<file path="src/rtl/sd_pkg.sv">
// Shared state encoding, command indices and frame widths for the SD SPI command engine.
// Serial CRC7 generation is selected with the SD_CRC7_EN macro.
package sd_pkg;

  typedef enum logic [2:0] {
    ST_IDLE,
    ST_PRE,
    ST_SEND,
    ST_WAIT,
    ST_R1,
    ST_DATA,
    ST_POST,
    ST_DONE
  } sd_state_e;

  localparam logic [5:0] CMD0   = 6'd0;
  localparam logic [5:0] CMD8   = 6'd8;
  localparam logic [5:0] CMD55  = 6'd55;
  localparam logic [5:0] ACMD41 = 6'd41;
  localparam logic [5:0] CMD58  = 6'd58;

  localparam int FRAME_W   = 48;
  localparam int TRAILER_W = 32;
  localparam int PAD_BITS  = 8;

  // Fixed CRCs: only CMD0 and CMD8 are CRC-checked by a card still in SPI init.
  function automatic logic [6:0] crc7_const(input logic [5:0] idx);
    case (idx)
      CMD0:    return 7'h4A;
      CMD8:    return 7'h43;
      default: return 7'h7F;
    endcase
  endfunction

endpackage

</file>
<file path="src/rtl/sd_crc7.sv">
// Serial CRC7 (x^7 + x^3 + 1, init 0) over the command frame, one bit per enable.
// Instantiated only when SD_CRC7_EN is defined.
module sd_crc7 (
  input  logic       clk,
  input  logic       rst,
  input  logic       clr,
  input  logic       en,
  input  logic       din,
  output logic [6:0] crc
);

  logic fb;

  assign fb = din ^ crc[6];

  always_ff @(posedge clk or posedge rst) begin
    if (rst) begin
      crc <= '0;
    end else if (clr) begin
      crc <= '0;
    end else if (en) begin
      crc <= {crc[5:3], crc[2] ^ fb, crc[1:0], fb};
    end
  end

endmodule

</file>
<file path="src/rtl/sd_spi_cmd.sv">
// SPI-mode SD command engine: sends one 48-bit command frame and collects the R1 / R3 / R7 response.
// Define SD_CRC7_EN for a computed CRC7; otherwise a per-command constant CRC is sent.
//
// state | meaning
// IDLE  | waiting for cmd_valid, cmd_ready high
// PRE   | cs_n low, 8 clocks with mosi high
// SEND  | shifting the 48-bit command frame out MSB first
// WAIT  | clocking ones, looking for the R1 start bit (bounded by RESP_WAIT bytes)
// R1    | shifting the remaining 7 R1 bits
// DATA  | shifting the 32-bit R3/R7 trailer
// POST  | cs_n high, 8 trailing clocks
// DONE  | one-cycle resp_valid
module sd_spi_cmd
  import sd_pkg::*;
#(
  parameter int CLK_DIV   = 2,
  parameter int RESP_WAIT = 8
) (
  input  logic        sclk,
  input  logic        rst,
  input  logic        cmd_valid,
  output logic        cmd_ready,
  input  logic [5:0]  cmd_idx,
  input  logic [31:0] cmd_arg,
  input  logic        resp_len,
  output logic        resp_valid,
  output logic [7:0]  resp_r1,
  output logic [31:0] resp_data,
  output logic        resp_timeout,
  output logic        busy,
  output logic        sd_clk,
  output logic        sd_cs_n,
  output logic        sd_mosi,
  input  logic        sd_miso
);

  localparam int WAIT_BITS = RESP_WAIT * 8;
  localparam int CNT_MAX   = (WAIT_BITS > FRAME_W) ? WAIT_BITS : FRAME_W;
  localparam int CNT_W     = $clog2(CNT_MAX);
  localparam int HALF_W    = (CLK_DIV > 1) ? $clog2(CLK_DIV) : 1;

  sd_state_e         state_q, state_d;
  logic [HALF_W-1:0] half_cnt;
  logic [CNT_W-1:0]  bit_cnt;
  logic              rdy_q;
  logic              hit_q;
  logic              resp_len_q;
  logic [39:0]       frame_sr;
  logic [6:0]        crc7;
  logic [7:0]        tail;
  logic              accept, active, half_tc, sd_rise, bit_end, bit_last;

  function automatic logic [CNT_W-1:0] bits_for(input sd_state_e s);
    case (s)
      ST_PRE, ST_POST: return CNT_W'(PAD_BITS - 1);
      ST_SEND:         return CNT_W'(FRAME_W - 1);
      ST_WAIT:         return CNT_W'(WAIT_BITS - 1);
      ST_R1:           return CNT_W'(6);
      ST_DATA:         return CNT_W'(TRAILER_W - 1);
      default:         return '0;
    endcase
  endfunction

  assign accept     = cmd_valid && cmd_ready;
  assign active     = (state_q != ST_IDLE) && (state_q != ST_DONE);
  assign half_tc    = active && (half_cnt == '0);
  assign sd_rise    = half_tc && !sd_clk;
  assign bit_end    = half_tc && sd_clk;
  assign bit_last   = bit_end && (bit_cnt == '0);

  assign cmd_ready  = rdy_q && (state_q == ST_IDLE);
  assign busy       = (state_q != ST_IDLE);
  assign resp_valid = (state_q == ST_DONE);

  // The last 8 frame bits come from the CRC, not from the shift register.
  assign tail    = {crc7, 1'b1};
  assign sd_mosi = (state_q != ST_SEND)      ? 1'b1 :
                   (bit_cnt >= CNT_W'(8))    ? frame_sr[39] : tail[bit_cnt[2:0]];

  always_ff @(posedge sclk or posedge rst) begin
    if (rst) begin
      state_q <= ST_IDLE;
    end else begin
      state_q <= state_d;
    end
  end

  always_comb begin
    state_d = state_q;
    case (state_q)
      ST_IDLE: if (accept)   state_d = ST_PRE;
      ST_PRE:  if (bit_last) state_d = ST_SEND;
      ST_SEND: if (bit_last) state_d = ST_WAIT;
      ST_WAIT: begin
        if (bit_end && hit_q) state_d = ST_R1;
        else if (bit_last)    state_d = ST_POST;
      end
      ST_R1:   if (bit_last) state_d = resp_len_q ? ST_DATA : ST_POST;
      ST_DATA: if (bit_last) state_d = ST_POST;
      ST_POST: if (bit_last) state_d = ST_DONE;
      ST_DONE: state_d = ST_IDLE;
      default: state_d = ST_IDLE;
    endcase
  end

  always_ff @(posedge sclk or posedge rst) begin
    if (rst) begin
      half_cnt <= HALF_W'(CLK_DIV - 1);
      sd_clk   <= 1'b0;
      bit_cnt  <= '0;
    end else begin
      if (!active || (half_cnt == '0)) half_cnt <= HALF_W'(CLK_DIV - 1);
      else                             half_cnt <= half_cnt - 1'b1;
      if (half_tc) sd_clk <= !sd_clk;
      if (state_d != state_q) bit_cnt <= bits_for(state_d);
      else if (bit_end)       bit_cnt <= bit_cnt - 1'b1;
    end
  end

  always_ff @(posedge sclk or posedge rst) begin
    if (rst) begin
      rdy_q        <= 1'b0;
      sd_cs_n      <= 1'b1;
      hit_q        <= 1'b0;
      resp_len_q   <= 1'b0;
      frame_sr     <= '0;
      resp_r1      <= 8'hFF;
      resp_data    <= '0;
      resp_timeout <= 1'b0;
    end else begin
      rdy_q <= 1'b1;
      if (accept) begin
        sd_cs_n      <= 1'b0;
        resp_len_q   <= resp_len;
        frame_sr     <= {2'b01, cmd_idx, cmd_arg};
        resp_r1      <= 8'hFF;
        resp_timeout <= 1'b0;
        hit_q        <= 1'b0;
        if (!resp_len) resp_data <= '0;
      end
      if ((state_d == ST_POST) && (state_q != ST_POST)) sd_cs_n <= 1'b1;
      if ((state_q == ST_SEND) && bit_end) frame_sr <= {frame_sr[38:0], 1'b0};
      // The first zero seen while waiting is R1 bit 7.
      if ((state_q == ST_WAIT) && sd_rise && !sd_miso) begin
        hit_q   <= 1'b1;
        resp_r1 <= {resp_r1[6:0], 1'b0};
      end
      if ((state_q == ST_WAIT) && bit_last && !hit_q) begin
        resp_timeout <= 1'b1;
        resp_r1      <= 8'hFF;
      end
      if ((state_q == ST_R1) && sd_rise)   resp_r1   <= {resp_r1[6:0], sd_miso};
      if ((state_q == ST_DATA) && sd_rise) resp_data <= {resp_data[30:0], sd_miso};
    end
  end

`ifdef SD_CRC7_EN
  sd_crc7 u_crc7 (
    .clk (sclk),
    .rst (rst),
    .clr (accept),
    .en  ((state_q == ST_SEND) && bit_end && (bit_cnt >= CNT_W'(8))),
    .din (frame_sr[39]),
    .crc (crc7)
  );
`else
  always_ff @(posedge sclk or posedge rst) begin
    if (rst) begin
      crc7 <= '0;
    end else if (accept) begin
      crc7 <= crc7_const(cmd_idx);
    end
  end
`endif

endmodule

</file>
<file path="config.mk">
export PLATFORM = sky130hd
export DESIGN_NAME = sd_spi_cmd
export DESIGN_NICKNAME = d
export VERILOG_FILES = /design/src/rtl/sd_pkg.sv /design/src/rtl/sd_crc7.sv /design/src/rtl/sd_spi_cmd.sv
export SDC_FILE = /design/constraint.sdc
export NUM_CORES = 1
export LEC_CHECK = 0
export CAP_MARGIN = 20
export CORE_ASPECT_RATIO = 1.1
export CORE_MARGIN = 3
export CORE_UTILIZATION = 34
export DETAILED_ROUTE_END_ITERATION = 8
export SYNTH_ARGS = -nofsm -noshare
export SYNTH_HDL_FRONTEND = slang
export SYNTH_SLANG_ARGS = --single-unit
</file>
<file path="constraint.sdc">
create_clock -name sclk -period 4.17 [get_ports sclk]
set_input_delay 1.251 -clock sclk [delete_from_list [all_inputs] [get_ports sclk]]
set_output_delay 1.251 -clock sclk [all_outputs]
set_load 0.005 [all_outputs]
</file>
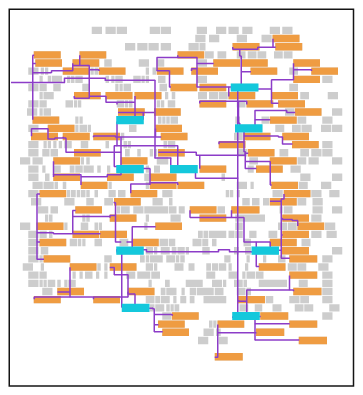
*Clock distribution, run 1*
Scale: 3 px per µm.
legend:
  clock wires:
    colour: purple
    length: 1220 µm
  clock drivers:
    colour: cyan
    count: 9
  flip-flops:
    colour: orange
    count: 100
routed clock nets: 10

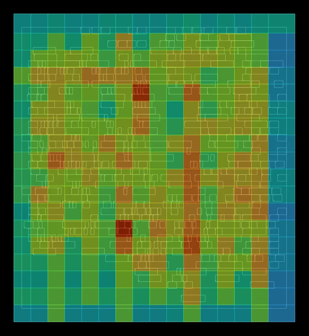
*Congestion heat map, run 1*
average routed wire per standard cell: 15.08 µm
routing usage on met1: 20.47%

==> notes.md, run 1 <==
run results: status=finished, final reports clean, critical path depth in cells=5, area growth from synthesis to layout=29.10%, Power Dens Cells=320.2 nW/µm², mux share=1.655%, DP Worst Slack=986.0 ps, # Cells Yosys=395, clk slew on worst S/H paths=70 ps, met2 Track Usage GR=19.92%, sequential share of power=53.5%, fin crit share=82.62%, crit path capture=sd_mosi, Slowest cell on crit path=clkdlybuf4s50_1, Yosys cell types=54, AND-OR/OR-AND Cells, Area Fraction=20.74%, largest net degree at the start of global routing=66, crit-path cells=inv_1, nor2_1, mux4_2, o211ai_1, clkdlybuf4s50_1, reg2reg start=sd_clk$_DFFE_PP0N_, fraction of area in multi-input gates=30.34%, synthesized area=4385 µm², GR Util met3=2.658%, family with the most delay on the worst path=buffers and inverters, top cells by count, synth=dfrtp_1, nand2_1, a22oi_1, Logic area=1718 µm², Clk Latency, worst-skew pair=350 ps, Critical Path Fanout Max=5, FFs w/ async S/R, synth=100.0%, Clock buf/inv share=4.862%, layout cells sized above 1=11.41%, grt ovf=0, wl on met1=4524 µm, max FFs per register=40, Reg with most FFs=frame_sr, Starting Density=35.66%, Reg2Reg Capture Point=frame_sr[26]$_DFFE_PP0P_, hold slack=473.6 ps, first-pass GRT wire length=16160 µm, top cell type's share of synthesized area=51.36%, CTS tree=yes, CP Launch Type=flop
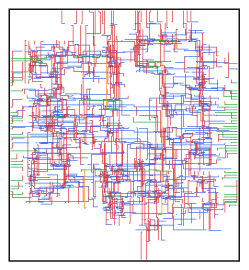
*Routed metal, one colour a layer, run 1*
Scale: 2 px per µm.
legend:
  metal 3:
    colour: green
    wire_length: 615 µm
  metal 1:
    colour: blue
    wire_length: 4520 µm
  metal 4:
    colour: orange
    wire_length: 121 µm
  metal 2:
    colour: red
    wire_length: 4330 µm

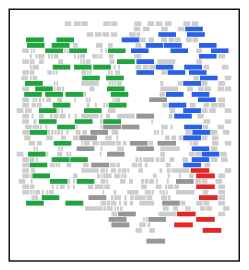
*Sequential cells coloured by netlist name, run 1*
Scale: 2 px per µm. Other sequential cells in the stronger grey, the rest of the logic in the fainter grey.
legend:
  resp_data:
    colour: blue
    sequential_cells: 32
  resp_r1:
    colour: red
    sequential_cells: 8
    where: south-east
  frame_sr:
    colour: green
    sequential_cells: 40
not coloured: 20
seq pwr: 0.000971 W
final core occ: 46.04%

### Metal 3, run 1

Scale: 2 px per µm. Cells faint in the background.
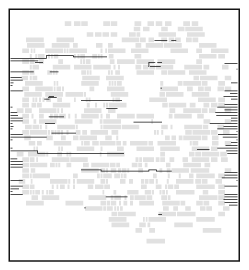

==> inputs of run 2 (changes only) <==
==> constraint.sdc (replaced) <==
create_clock -name sclk -period 3.55 [get_ports sclk]
set_input_delay 1.065 -clock sclk [delete_from_list [all_inputs] [get_ports sclk]]
set_output_delay 1.065 -clock sclk [all_outputs]
set_load 0.005 [all_outputs]
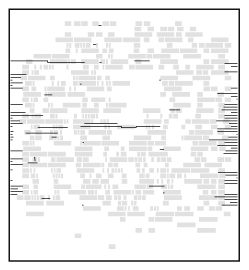
*Metal 3, run 2*
Scale: 2 px per µm. Cells faint in the background.
wire length on this layer: 491 µm
main direction: horizontal
longest straight run: 20.2 µm
nets with wire on the layer: 77
share of all routed wire: 5.1%

==> run 2 against run 1 <==
  * Via count grew 0.30%
  * Synthesized area stayed put
  * Core utilization increased by 0.41 points
  * Hold slack improved by 3.7 ps
  * Power increased by 19%
  * Synthesized cell count unchanged
  * Die area did not move
  * Worst setup slack got worse by 430 ps
  * Sequential share of layout area down 0.39 points
  * Largest power group unchanged
==> notes.md, run 2 <==
run results: FFs w/ async S/R, synth=100.0%, # Cells Yosys=395, final core occ=46.45%, reg2reg start=state_q[0]$_DFF_PP0_, top cell type's share of synthesized area=51.36%, Hold Path Stages=2, CTS tree=yes, Power Dens Cells=379.0 nW/µm², grt ovf=0, routing usage on met1=19.38%, AND-OR/OR-AND Cells, Area Fraction=20.74%, sequential share of power=52.6%, fin crit share=91.73%, average routed wire per standard cell=15.00 µm, area of the die=14300 µm², clk slew on worst S/H paths=70 ps, Yosys cell types=54, CP Launch Type=flop, family with the most delay on the worst path=buffers and inverters, met2 Track Usage GR=20.57%, Slowest cell on crit path=clkdlybuf4s50_1, crit-path cells=inv_1, nor2_1, mux4_2, o211ai_1, clkdlybuf4s50_1, Reg2Reg Capture Point=frame_sr[38]$_DFFE_PP0P_, DP Worst Slack=615.7 ps, synthesized area=4385 µm², largest net degree at the start of global routing=52, crit path capture=sd_mosi, Max-Cap Viols=0, critical path depth in cells=5, most frequent cells in the layout=nand2_1, dfrtp_1, clkdlybuf4s50_1, a22oi_1, a22o_1, Reg with most FFs=frame_sr, seq pwr=0.00114 W, area growth from synthesis to layout=30.24%, hold slack=477.3 ps, mux share=1.655%, status=finished, final reports clean, Logic area=1718 µm², DRC violations left=0, top cells by count, synth=dfrtp_1, nand2_1, a22oi_1, GR Util met3=2.368%, fraction of area in multi-input gates=30.08%
==> inputs of run 3 (changes only) <==
--- a/config.mk
+++ b/config.mk
@@ -12,4 +12,5 @@
 export DETAILED_ROUTE_END_ITERATION = 8
 export SYNTH_ARGS = -nofsm -noshare
 export SYNTH_HDL_FRONTEND = slang
+export SYNTH_HIERARCHICAL = 1
 export SYNTH_SLANG_ARGS = --single-unit
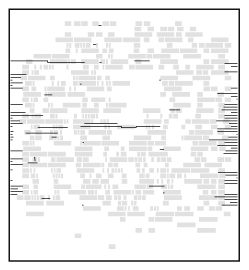
*Metal 3, run 3*
Scale: 2 px per µm. Cells faint in the background.
wire length on this layer: 491 µm
share of all routed wire: 5.1%
nets with wire on the layer: 77
main direction: horizontal

==> run 3 against run 2 <==
  * Clock skew unchanged
  * Sequential share of layout area unchanged
  * Via count unchanged
  * Die area unchanged
  * Critical endpoint unchanged
==> notes.md, run 3 <==
run results: status=finished, final reports clean, Logic area=1718 µm², CTS tree=yes, FFs w/ async S/R, synth=100.0%, first-pass GRT wire length=15940 µm, hold slack=477.3 ps, Clock buf/inv share=5.060%, sequential share of power=52.6%, clk slew on worst S/H paths=70 ps, mux share=1.655%, critical path depth in cells=5, worst hold path class=flop to flop, seq pwr=0.00114 W, area growth from synthesis to layout=30.24%, Hold Path Stages=2, non-clk buf share=17.00%, Reg with most FFs=frame_sr, post-route ant nets=0, crit path capture=sd_mosi, layout cells sized above 1=12.16%, wl on met1=4484 µm, Reg2Reg Capture Point=frame_sr[38]$_DFFE_PP0P_, family with the most delay on the worst path=buffers and inverters, fin crit share=91.73%, Slowest cell on crit path=clkdlybuf4s50_1, Max-Cap Viols=0, GR Util met3=2.368%, fraction of area in multi-input gates=30.08%, area of the die=14300 µm², largest net degree at the start of global routing=52, Critical Path Fanout Max=5, grt ovf=0, AND-OR/OR-AND Cells, Area Fraction=20.74%, CP Launch Type=flop, top cells by count, synth=dfrtp_1, nand2_1, a22oi_1, Power Dens Cells=379.0 nW/µm², max FFs per register=40, Yosys cell types=54, port bufs=89, final core occ=46.45%, reg2reg start=state_q[0]$_DFF_PP0_, # Cells Yosys=395, most frequent cells in the layout=nand2_1, dfrtp_1, clkdlybuf4s50_1, a22oi_1, a22o_1, met2 Track Usage GR=20.57%, Starting Density=35.66%
No activity file was given, so power comes from the tool's default toggle rates.
